==> src/rtl/vdc_pkg.sv <==
// Shared types and constants for the VDC VRAM access path.
// The arbiter and its grant picker both use these definitions.
package vdc_pkg;

    typedef enum logic [1:0] {
        REQ_NONE = 2'd0,
        REQ_BG   = 2'd1,
        REQ_CPU  = 2'd2,
        REQ_DMA  = 2'd3
    } vram_req_t;

    localparam int VRAM_WORDS  = 32768;
    localparam int VRAM_RD_LAT = 2;

    typedef struct packed {
        logic      valid;
        logic      oor;
        vram_req_t owner;
    } rd_tag_t;

    // Word addresses at or above the physical array size are never sent to VRAM.
    function automatic logic addr_in_range(input logic [15:0] addr);
        return ({1'b0, addr} < 17'(VRAM_WORDS));
    endfunction

endpackage

==> src/rtl/vram_grant_pick.sv <==
// Combinational grant selection for the VRAM arbiter.
// Order: starving CPU, then render fetch, then CPU/DMA round-robin.
module vram_grant_pick
    import vdc_pkg::*;
(
    input  logic      bg_req,
    input  logic      cpu_req,
    input  logic      dma_req,
    input  logic      cpu_urgent,
    input  logic      rr_cpu,
    output vram_req_t grant
);

    // Priority chain with round-robin tie-break between CPU and DMA
    always_comb begin
        grant = REQ_NONE;
        if (cpu_urgent) begin
            grant = REQ_CPU;
        end else if (bg_req) begin
            grant = REQ_BG;
        end else if (cpu_req && dma_req) begin
            grant = rr_cpu ? REQ_CPU : REQ_DMA;
        end else if (cpu_req) begin
            grant = REQ_CPU;
        end else if (dma_req) begin
            grant = REQ_DMA;
        end else begin
            grant = REQ_NONE;
        end
    end

endmodule

==> src/rtl/vram_arbiter.sv <==
// Single-port VRAM arbiter for render fetch, CPU and DMA requesters.
// Issues one registered VRAM command per cycle and returns read data with owner tags.
module vram_arbiter
    import vdc_pkg::*;
#(
    parameter int CPU_MAX_WAIT = 8,
    parameter int WAIT_W       = 4
) (
    input  logic        clock,
    input  logic        reset_N,
    input  logic        bg_req,
    input  logic [15:0] bg_addr,
    output logic        bg_ack,
    output logic        bg_rvalid,
    input  logic        cpu_req,
    input  logic        cpu_we,
    input  logic [15:0] cpu_addr,
    input  logic [15:0] cpu_wdata,
    output logic        cpu_ack,
    output logic        cpu_rvalid,
    input  logic        dma_req,
    input  logic        dma_we,
    input  logic [15:0] dma_addr,
    input  logic [15:0] dma_wdata,
    output logic        dma_ack,
    output logic        dma_rvalid,
    output logic [15:0] rdata,
    output logic [15:0] vram_addr,
    output logic        vram_re,
    output logic        vram_we,
    output logic [15:0] vram_wdata,
    input  logic [15:0] vram_rdata
);

    vram_req_t         grant_s;
    logic [WAIT_W-1:0] wait_cnt_r;
    logic              rr_cpu_r;
    logic              cpu_urgent_s;
    logic              sel_valid_s;
    logic              sel_we_s;
    logic [15:0]       sel_addr_s;
    logic [15:0]       sel_wdata_s;
    logic              sel_in_range_s;
    rd_tag_t           new_tag_s;
    rd_tag_t           ret_tag_s;
    rd_tag_t           tag_pipe_r [VRAM_RD_LAT];

    assign cpu_urgent_s = cpu_req && (wait_cnt_r >= WAIT_W'(CPU_MAX_WAIT));

    vram_grant_pick u_pick (
        .bg_req     (bg_req),
        .cpu_req    (cpu_req),
        .dma_req    (dma_req),
        .cpu_urgent (cpu_urgent_s),
        .rr_cpu     (rr_cpu_r),
        .grant      (grant_s)
    );

    assign bg_ack  = (grant_s == REQ_BG);
    assign cpu_ack = (grant_s == REQ_CPU);
    assign dma_ack = (grant_s == REQ_DMA);

    // Route the granted requester's command fields
    always_comb begin
        sel_valid_s = 1'b0;
        sel_we_s    = 1'b0;
        sel_addr_s  = 16'h0000;
        sel_wdata_s = 16'h0000;
        case (grant_s)
            REQ_BG: begin
                sel_valid_s = 1'b1;
                sel_we_s    = 1'b0;
                sel_addr_s  = bg_addr;
                sel_wdata_s = 16'h0000;
            end
            REQ_CPU: begin
                sel_valid_s = 1'b1;
                sel_we_s    = cpu_we;
                sel_addr_s  = cpu_addr;
                sel_wdata_s = cpu_wdata;
            end
            REQ_DMA: begin
                sel_valid_s = 1'b1;
                sel_we_s    = dma_we;
                sel_addr_s  = dma_addr;
                sel_wdata_s = dma_wdata;
            end
            default: begin
                sel_valid_s = 1'b0;
                sel_we_s    = 1'b0;
                sel_addr_s  = 16'h0000;
                sel_wdata_s = 16'h0000;
            end
        endcase
    end

    assign sel_in_range_s = addr_in_range(sel_addr_s);

    // Out-of-range reads still get a tag so the requester sees its rvalid
    always_comb begin
        new_tag_s       = '0;
        new_tag_s.valid = sel_valid_s && !sel_we_s;
        new_tag_s.oor   = !sel_in_range_s;
        new_tag_s.owner = grant_s;
    end

    // CPU wait counter: counts unacked request cycles, saturating
    always_ff @(posedge clock or negedge reset_N) begin
        if (!reset_N) begin
            wait_cnt_r <= {WAIT_W{1'b0}};
        end else if (!cpu_req || cpu_ack) begin
            wait_cnt_r <= {WAIT_W{1'b0}};
        end else if (wait_cnt_r != {WAIT_W{1'b1}}) begin
            wait_cnt_r <= wait_cnt_r + WAIT_W'(1);
        end
    end

    // Round-robin pointer hands preference to the other side after each CPU/DMA grant
    always_ff @(posedge clock or negedge reset_N) begin
        if (!reset_N) begin
            rr_cpu_r <= 1'b1;
        end else if (grant_s == REQ_CPU) begin
            rr_cpu_r <= 1'b0;
        end else if (grant_s == REQ_DMA) begin
            rr_cpu_r <= 1'b1;
        end
    end

    // VRAM command registers; address/data hold when nothing is issued
    always_ff @(posedge clock or negedge reset_N) begin
        if (!reset_N) begin
            vram_re    <= 1'b0;
            vram_we    <= 1'b0;
            vram_addr  <= 16'h0000;
            vram_wdata <= 16'h0000;
        end else begin
            vram_re <= sel_valid_s && !sel_we_s && sel_in_range_s;
            vram_we <= sel_valid_s &&  sel_we_s && sel_in_range_s;
            if (sel_valid_s && sel_in_range_s) begin
                vram_addr <= sel_addr_s;
                if (sel_we_s) begin
                    vram_wdata <= sel_wdata_s;
                end
            end
        end
    end

    // Read tag pipeline aligned with the VRAM read latency
    always_ff @(posedge clock or negedge reset_N) begin
        if (!reset_N) begin
            for (int i = 0; i < VRAM_RD_LAT; i++) begin
                tag_pipe_r[i] <= '0;
            end
        end else begin
            tag_pipe_r[0] <= new_tag_s;
            for (int i = 1; i < VRAM_RD_LAT; i++) begin
                tag_pipe_r[i] <= tag_pipe_r[i-1];
            end
        end
    end

    assign ret_tag_s  = tag_pipe_r[VRAM_RD_LAT-1];
    assign bg_rvalid  = ret_tag_s.valid && (ret_tag_s.owner == REQ_BG);
    assign cpu_rvalid = ret_tag_s.valid && (ret_tag_s.owner == REQ_CPU);
    assign dma_rvalid = ret_tag_s.valid && (ret_tag_s.owner == REQ_DMA);
    assign rdata      = (ret_tag_s.valid && !ret_tag_s.oor) ? vram_rdata : 16'h0000;

endmodule

==> config.mk <==
export PLATFORM = sky130hd
export DESIGN_NAME = vram_arbiter
export DESIGN_NICKNAME = d
export VERILOG_FILES = /design/src/rtl/vdc_pkg.sv /design/src/rtl/vram_grant_pick.sv /design/src/rtl/vram_arbiter.sv
export SDC_FILE = /design/constraint.sdc
export NUM_CORES = 1
export LEC_CHECK = 0
export ABC_CLOCK_PERIOD_IN_PS = 2400
export CAP_MARGIN = 20
export CORE_MARGIN = 2
export CORE_UTILIZATION = 35
export DETAILED_ROUTE_END_ITERATION = 7
export PLACE_DENSITY = 0.79
export SLEW_MARGIN = 10
export SYNTH_ARGS = -nofsm -noshare
export SYNTH_HDL_FRONTEND = slang
export SYNTH_SLANG_ARGS = --single-unit
==> constraint.sdc <==
create_clock -name clock -period 2.4 [get_ports clock]
set_input_delay 0.36 -clock clock [delete_from_list [all_inputs] [get_ports clock]]
set_output_delay 0.36 -clock clock [all_outputs]
set_load 0.1 [all_outputs]
==> qor.log <==
[status] run status completed
[power_and_ir_drop] switching power of the nets 1.65 mW
[detailed_routing] first-pass detailed-route iteration total 6
[sta] final tally of hold violations 0
[critical_path] endpoint type of the worst setup path primary output
[layout] area taken by multi-input logic gates 1000 um^2
[clock_tree] CTS tree done
[yosys] Cells after Synth 203
[run] Max Cap Viol 0
[sta] summed negative setup slack over all endpoints 0 ps
[yosys] synthesis area per yosys 2300 um^2
[power_and_ir_drop] P_leak 1.90 nW
[critical_path] total buffers and inverters traversed by the critical path 4
[yosys] multiplexer share of the synthesized area 0.0932
[detailed_routing] remaining routing DRC violations 0
[layout] most frequent logic cells in the routed design sky130_fd_sc_hd__clkdlybuf4s50_1, sky130_fd_sc_hd__buf_4, sky130_fd_sc_hd__dfrtp_1, sky130_fd_sc_hd__a21oi_1, sky130_fd_sc_hd__buf_12
[sta] Max-slew headroom 0.441
[sta] fin crit period 2240 ps
[critical_path] delay of the slowest cell on the worst path 440 ps
[sta] post-route clock period utilization 0.934
[global_routing] global-route total usage across every layer 0.189
[clock_tree] clock transition at the register clock pins on the worst setup and hold paths after CTS 80 ps
[layout] number of fill cells in the layout 488
[yosys] comb area leader AND-OR/OR-AND gates
==> metal layers <==
| metal | global-route usage | up-vias | share of wire |
|---|---|---|---|
| met5 | 0 | - | 0 |
| met4 | 0.0649 | 0 | 0.019 |
| met3 | 0.0525 | 16 | 0.078 |
| met2 | 0.344 | 108 | 0.53 |
| met1 | 0.210 | 1091 | 0.38 |
| li1 | - | 1085 | - |
==> repair_timing <==
item	CTS	global route
hold buffers	0	0
hold endpoints to repair	0	0
endpoints found under the setup margin	0	1
buffers inserted	0	5
==> synthesized netlist by cell type <==
library cell	n	share of area
sky130_fd_sc_hd__o21bai_1	1	0.0033
sky130_fd_sc_hd__nor2_1	11	0.018
sky130_fd_sc_hd__o21a_1	1	0.0033
sky130_fd_sc_hd__nor2b_1	2	0.0054
sky130_fd_sc_hd__buf_6	1	0.0049
sky130_fd_sc_hd__nor4_1	1	0.0027
sky130_fd_sc_hd__nand3_1	1	0.0022
sky130_fd_sc_hd__buf_12	1	0.0087
sky130_fd_sc_hd__nor3_1	2	0.0044
sky130_fd_sc_hd__a22o_1	17	0.065
sky130_fd_sc_hd__and3b_1	1	0.0038
sky130_fd_sc_hd__a222oi_1	16	0.070
sky130_fd_sc_hd__nand2_1	4	0.0065
sky130_fd_sc_hd__o21ai_0	2	0.0044
sky130_fd_sc_hd__buf_4	3	0.0098
sky130_fd_sc_hd__mux2_4	9	0.059
sky130_fd_sc_hd__or3_1	1	0.0027
sky130_fd_sc_hd__a21boi_1	1	0.0033
sky130_fd_sc_hd__and3_1	3	0.0082
sky130_fd_sc_hd__mux2_2	7	0.034
sky130_fd_sc_hd__and2_1	19	0.052
sky130_fd_sc_hd__a221oi_2	1	0.0065
sky130_fd_sc_hd__dfrtp_1	46	0.50
sky130_fd_sc_hd__clkbuf_1	10	0.016
sky130_fd_sc_hd__ha_1	2	0.011
sky130_fd_sc_hd__buf_2	4	0.0087
sky130_fd_sc_hd__dfstp_2	1	0.011
sky130_fd_sc_hd__inv_1	5	0.0082
sky130_fd_sc_hd__a21oi_1	30	0.065
==> registers in the layout (all words and copies together) (netlist names) <==
name	cells
vram_addr	16
vram_wdata	16
ret_tag_s	4
tag_pipe_r	4
wait_cnt_r	4
rr_cpu_r	1
vram_re	1
vram_we	1
==> worst paths after layout <==
kind | end | depth (start not counted)
max in group asynchronous | vram_wdata[2] | 2
min | vram_addr[0] | 1
max reg2reg | vram_addr[0] | 7
min in group clock | ret_tag_s[1] | 0
min reg2reg | ret_tag_s[1] | 0
max | cpu_ack | 5
==> per-stage QoR <==
stage               total power, mW  hold slack, ps   util  cells  instance area [um^2]
floorplan                      2.29            64.4      -    203                  2300
global placement               2.88             334  0.648    434                  4120
detailed placement             2.90             335  0.648    434                  4120
CTS                            3.42             190  0.665    442                  4220
global route                   3.53             218  0.671    447                  4260
finish                         3.40             168  0.671    447                  4260
==> power by group through the flow <==
stage	sequential (mW)	combinational (mW)	clock, mW
after floorplan	1.80	0.494	0
after global placement	1.00	1.87	0
after detailed placement	1.00	1.89	0
after CTS	0.992	1.90	0.532
after global routing	1.01	1.96	0.564
final	0.990	1.90	0.518
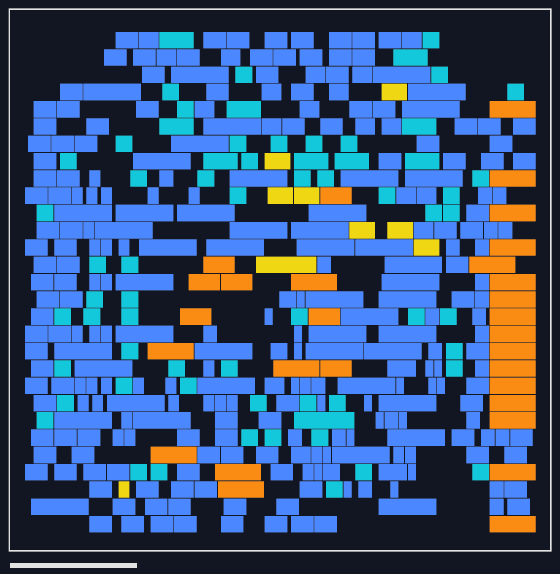
drive_strength.png
Bar = 20 um.
[blue] drive 1 or less | cells: 267 | share: 72%
[yellow] drive 2 | cells: 9 | share: 2.4%
[orange] drive 6 and up | cells: 29 | share: 7.8%
[cyan] drive 3 to 4 | cells: 65 | share: 18%
number of non-clock buffers in the layout: 178
area growth from synthesis to layout: 85.4%
final critical-path setup slack: 158 ps

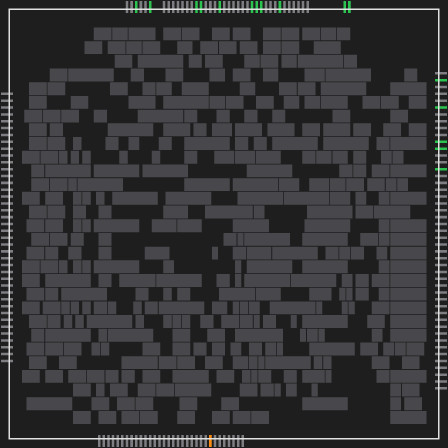
pins.png
Pins as bars across the die edge, other pins in grey.
[orange] cpu_we | pins: 1 | direction: input | edge: bottom
[green] vram_wdata | pins: 16 | direction: output | edge: 11 top, 5 right
die x size: 85.0 um
I/O Buffers: 158
vertical die dimension: 85.0 um

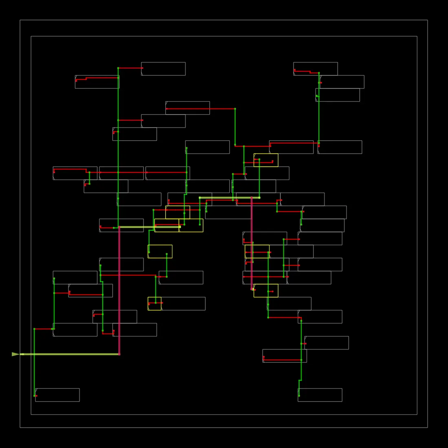
final_clocks.png
clk_skew: 7.48 ps
Num CTS Buffers: 5
Layout clock buffers: 7
number of sinks handled by clock tree synthesis: 47

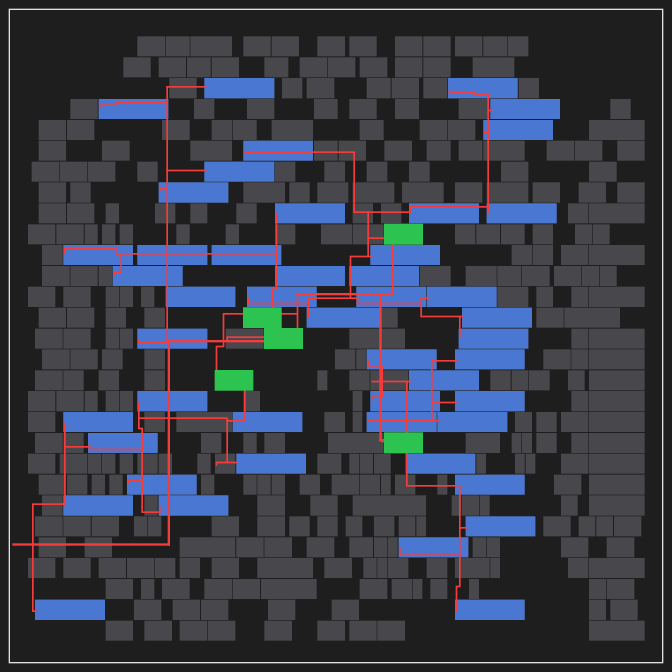
clock_map.png
[green] cells driving clock nets | count: 5
[blue] flip-flops | count: 47
[red] clock wires | length: 532 um
routed clock nets: 6
Late-Pin Clk Latency: 290 ps
power drawn by the clock network: 518 uW

Power is estimated from default activity; no workload was simulated.
